Figure 1. I/O nets highlighted (run 1).
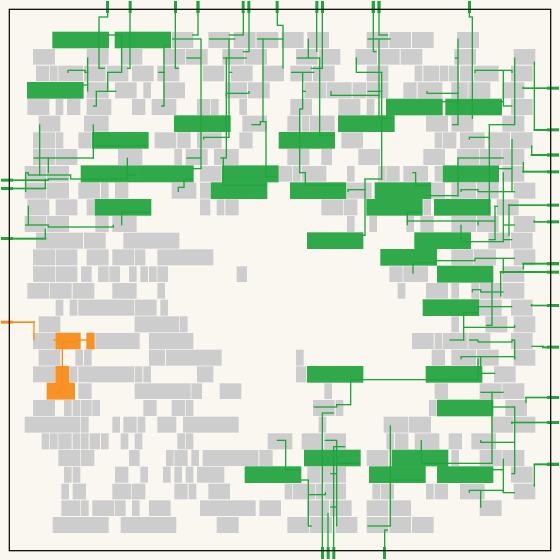
Figure 2. Placed standard cells (run 1).
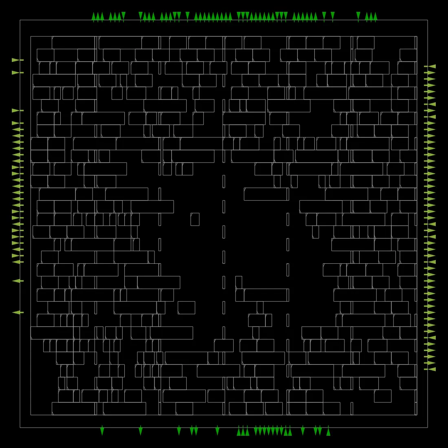
Figure 3. The metal 3 layer (run 1).
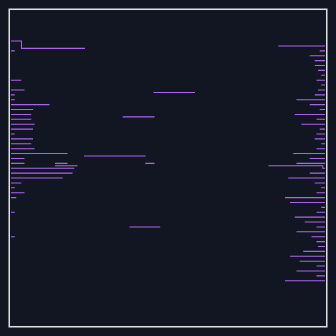
==> config.mk <==
export PLATFORM = sky130hd
export DESIGN_NAME = demultiplex2_router
export DESIGN_NICKNAME = d
export VERILOG_FILES = /design/src/rtl/demultiplex2_router.sv
export SDC_FILE = /design/constraint.sdc
export NUM_CORES = 1
export LEC_CHECK = 0
export ABC_AREA = 1
export CAP_MARGIN = 15
export CORE_MARGIN = 2
export CORE_UTILIZATION = 40
export CTS_BUF_LIST = sky130_fd_sc_hd__clkbuf_2
export CTS_CLUSTER_DIAMETER = 80
export DETAILED_ROUTE_END_ITERATION = 16
export PLACE_DENSITY_LB_ADDON = 0.3
export SLEW_MARGIN = 10
export SYNTH_ARGS = -nofsm -noshare
export SYNTH_HDL_FRONTEND = slang
export SYNTH_SLANG_ARGS = --single-unit
export TNS_END_PERCENT = 30
==> constraint.sdc <==
create_clock -name clock_in -period 2.7 [get_ports clock_in]
set_input_delay 0.54 -clock clock_in [delete_from_list [all_inputs] [get_ports clock_in]]
set_output_delay 0.54 -clock clock_in [all_outputs]
set_load 0.01 [all_outputs]
==> results.json, run 1 <==
{
  "clock_insertion_delay_worst_skew_ps": 400,
  "gr-usage-met1_pct": 17.27,
  "yosys-stat-cells": 292,
  "post-dp-hpwl_um": 4381,
  "yosysChipArea_sq_um": 2813,
  "internal_power_uw": 2689,
  "lay_top_cells": "clkdlybuf4s50_1, nand2_1, dfrtp_1",
  "power_leakage_uw": 0.001767,
  "vias_per_cell": 4.310,
  "route.detailed.drc": 0,
  "tritoncts.num_buffers": 5,
  "worst_reg2reg_setup_slack_ps": 970,
  "die-width_um": 87.86,
  "top_layer_used": "met4",
  "timing.critical_path.required_ps": 2160,
  "grt_start_max_net_pins": 37,
  "status": "finished clean",
  "timing_hold_violations_final": 0,
  "fp_nets": 333,
  "timing.fmax_ghz": 0.4191,
  "wire_length_per_cell_after_detailed_routing_um": 12.15,
  "layout_top_cell_excl_fill_tap": "clkdlybuf4s50_1",
  "power_uw": 4530,
  "power.switching_fraction_pct": 40.63,
  "worst_ir_drop_vdd_uv": 565.2,
  "postCtsSetupBuffers": 0
}
-- Figure 1 (at the start) --
[valid_in] orange | direction: input | edge: left | end cells: 4 | buffers: 1 | wire: 21.3 um
[data_out1] green | direction: output | edge: 13 right, 12 top, 4 bottom, 3 left | end cells: 32 | buffers: 32 | wire: 1050 um
number of port buffers: 148
number of primary I/O pins: 149

-- Figure 2 (at the start) --
well-tap cell count: 96
cell row count: 30

-- Figure 3 (at the start) --
wire length on this layer: 447 um
nets with wire on the layer: 80
share of all routed wire: 7.8%
longest straight run: 17.5 um
main direction: horizontal
routing usage on met3: 3.864%
Detailed Route WL: 5760 um

-- run 1: cell type report --
type	count	area [sq um]
clock inverters	2	11.26
fillers	601	2899
inverters	12	45.04
clock buffers	6	30.03
well taps	96	120.1
multi-input cells	164	1096
repair buffers	150	1491
flip-flops and latches	44	1101
-- run 1: power by group through the flow --
stage	logic [uW]	registers (uW)	clock network, uW
final	2870	1380	284
after global routing	3070	1440	327
after CTS	2910	1390	302
after detailed placement	2910	1400	0
after global placement	2860	1380	0
after floorplan	1780	1480	0
-- run 1: synthesized netlist by cell type --
master / instances
buf_4: 66
nand2_2: 29
nand3_1: 3
inv_1: 10
xor2_1: 3
nor3_1: 3
buf_2: 3
inv_2: 2
nand2_4: 30
nand2_1: 65
o21bai_1: 1
nand2_8: 1
nand4_2: 1
nor2_4: 1
nand3_2: 5
buf_12: 3
dfrtp_1: 44
o21ai_0: 3
nand4_1: 12
nor2_1: 3
nor2_8: 2
ha_1: 1
nand4_4: 1
-- run 1: logic make-up (layout without fill, tap and decap cells) --
logic type | after synthesis | after routing | synth area share [%]
and+or+nand+nor | 156 | 156 | 36.79
buffers and inverters | 84 | 170 | 21.89
AOI/OAI and AO/OA | 4 | 4 | 0.8007
DFF | 44 | 44 | 39.15
adders and majority gates | 1 | 1 | 0.4448
xor gates and xnor gates | 3 | 3 | 0.9343
-- run 1: critical path: stages --
cell	delay (ps)
clkdlybuf4s50_1	470
nand3_2	120
nand4_4	160
clkdlybuf4s50_1	550
-- run 1: metrics by stage --
stage | hold WS [ps] | instance area [sq um] | cells
3_5_place_dp | 471.7 | 3854 | 466
4_1_cts | 52.78 | 3895 | 474
3_3_place_gp | 462.8 | 3854 | 466
5_1_grt | 46.90 | 3895 | 474
2_1_floorplan | 244.4 | 2813 | 292
6_report | 74.40 | 3895 | 474
==> run 1 -> run 2 <==
- clock period: 2.7 -> 2.43 ns (I/O delays scaled with it)
Figure 4. Wire density map (run 2).
The die is cut into 18 by 18 equal tiles; black is low, pale yellow is high, scaled to the fullest tile. Values are wire area over tile area, all layers added.
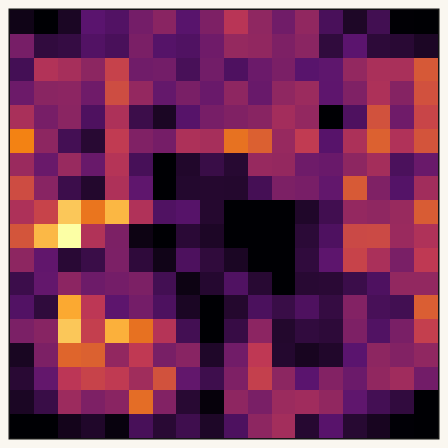
densest ninth of the die: middle left
tiles over half the peak: 13%
nearly empty tiles: 7.4%
count of vias placed by the detailed router: 2053
global router's overall resource usage: 14.79%
wire length per cell after detailed routing: 12.26 um
Detailed Route WL: 5811 um

Figure 5. Placed standard cells (run 2).
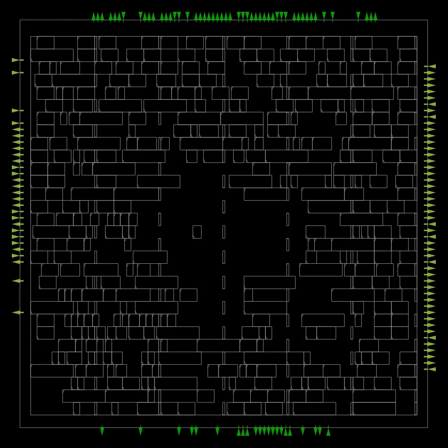
flop share of the area: 28.12%
sequential cell count: 44
Layout Utilization: 57.70%
core area: 6794 sq um

==> results.json, run 2 <==
{
  "async_reset_ff_share_pct": 100.0,
  "pwr.group.combinational_uw": 3180,
  "lay_top_cells": "clkdlybuf4s50_1, nand2_1, dfrtp_1",
  "post_dp_cell_area_sq_um": 3854,
  "status": "finished clean",
  "power.switching_fraction_pct": 39.71,
  "layout_top_cell_excl_fill_tap": "clkdlybuf4s50_1",
  "hold_ws_ps": 116.7,
  "port_buffers": 148,
  "power_clock_uw": 413,
  "route.detailed.drc": 0,
  "flop_area_sq_um": 1102,
  "yosysChipArea_sq_um": 2813,
  "filler_cell_count": 600,
  "synth.cellmix.compoundShare_pct": 0.8007,
  "core.rowCount": 30,
  "largestPowerGroup": "combinational logic",
  "tritoncts.num_buffers": 5,
  "gr-usage-met1_pct": 17.48,
  "fp_nets": 333,
  "timing.critical_path.required_ps": 1940,
  "timing.fmax_ghz": 0.4356,
  "cts.htree.levels": 2,
  "internal_power_uw": 3095,
  "comb_gate_area_sq_um": 1096,
  "enable_flop_cells": 0,
  "num_io_pins": 149,
  "power_leakage_uw": 0.001782,
  "post-dp-hpwl_um": 4358,
  "yosys-stat-cells": 292,
  "basic_gates_by_area_pct": 36.79,
  "clock_insertion_delay_worst_skew_ps": 390,
  "ys_dominant_reg_cell": "dfrtp_1",
  "synthTopLogicFamily": "simple AND/OR/NAND/NOR gates",
  "die-width_um": 87.86,
  "worst_ir_drop_vdd_uv": 650.3,
  "yosys.area_share.adder_pct": 0.4448,
  "timing_hold_violations_final": 0,
  "last_weighted_congestion_value_of_the_routability_driven_placer": 0.8180,
  "grt_start_max_net_pins": 45,
  "core_util_floorplan_pct": 41.40,
  "postLayoutCellArea_sq_um": 3920,
  "vias_per_cell": 4.331,
  "worst_reg2reg_setup_slack_ps": 740,
  "grt.met3_usage_pct": 4.147
}
-- run 2: cell counts after synthesis --
Identical to the previous run, type by type.
-- run 2: what timing repair did --
| item | in CTS | in global routing |
|---|---|---|
| endpoints found under the setup margin | 0 | 1 |
| resized | 0 | 1 |
| hold buffers | 0 | 0 |
-- run 2: cell families (layout without fill, tap and decap cells) --
| logic type | count (synthesis) | in the layout |
|---|---|---|
| and+or+nand+nor | 156 | 156 |
| buffers and inverters | 84 | 170 |
| adders and majority gates | 1 | 1 |
| xor gates and xnor gates | 3 | 3 |
| DFF | 44 | 44 |
| AOI/OAI and AO/OA | 4 | 4 |
-- run 2: worst max-delay path: stages --
cell             delay [ps]
clkdlybuf4s50_1         480
nand3_2                 120
nand4_4                 160
clkdlybuf4s50_1         560
-- run 2: area by class of cell --
| cell class | instances | share of cell area (%) |
|---|---|---|
| repair buffers | 150 | 38.05 |
| flip-flops and latches | 44 | 28.12 |
| multi-input cells | 164 | 27.96 |
| well taps | 96 | 3.064 |
| inverters | 12 | 1.149 |
| clock inverters | 2 | 0.8937 |
| clock buffers | 6 | 0.7660 |
-- run 2: per-layer routing --
metal / vias to the layer above / part of all wire, %
li1: 1014 / -
met1: 951 / 41
met2: 84 / 51
met3: 4 / 7.5
met4: 0 / 0.83
met5: - / 0
-- run 2: through the flow --
stage	setup slack, ps	std cells	util [%]	power [uW]
finish	134.4	474	57.70	5134
global route	6.707	474	57.70	5490
CTS	82.06	474	57.68	5222
detailed placement	135.4	466	56.72	4793
global placement	169.0	466	56.72	4716
floorplan	1015	292	-	3618
Power and IR drop assume default switching activity.
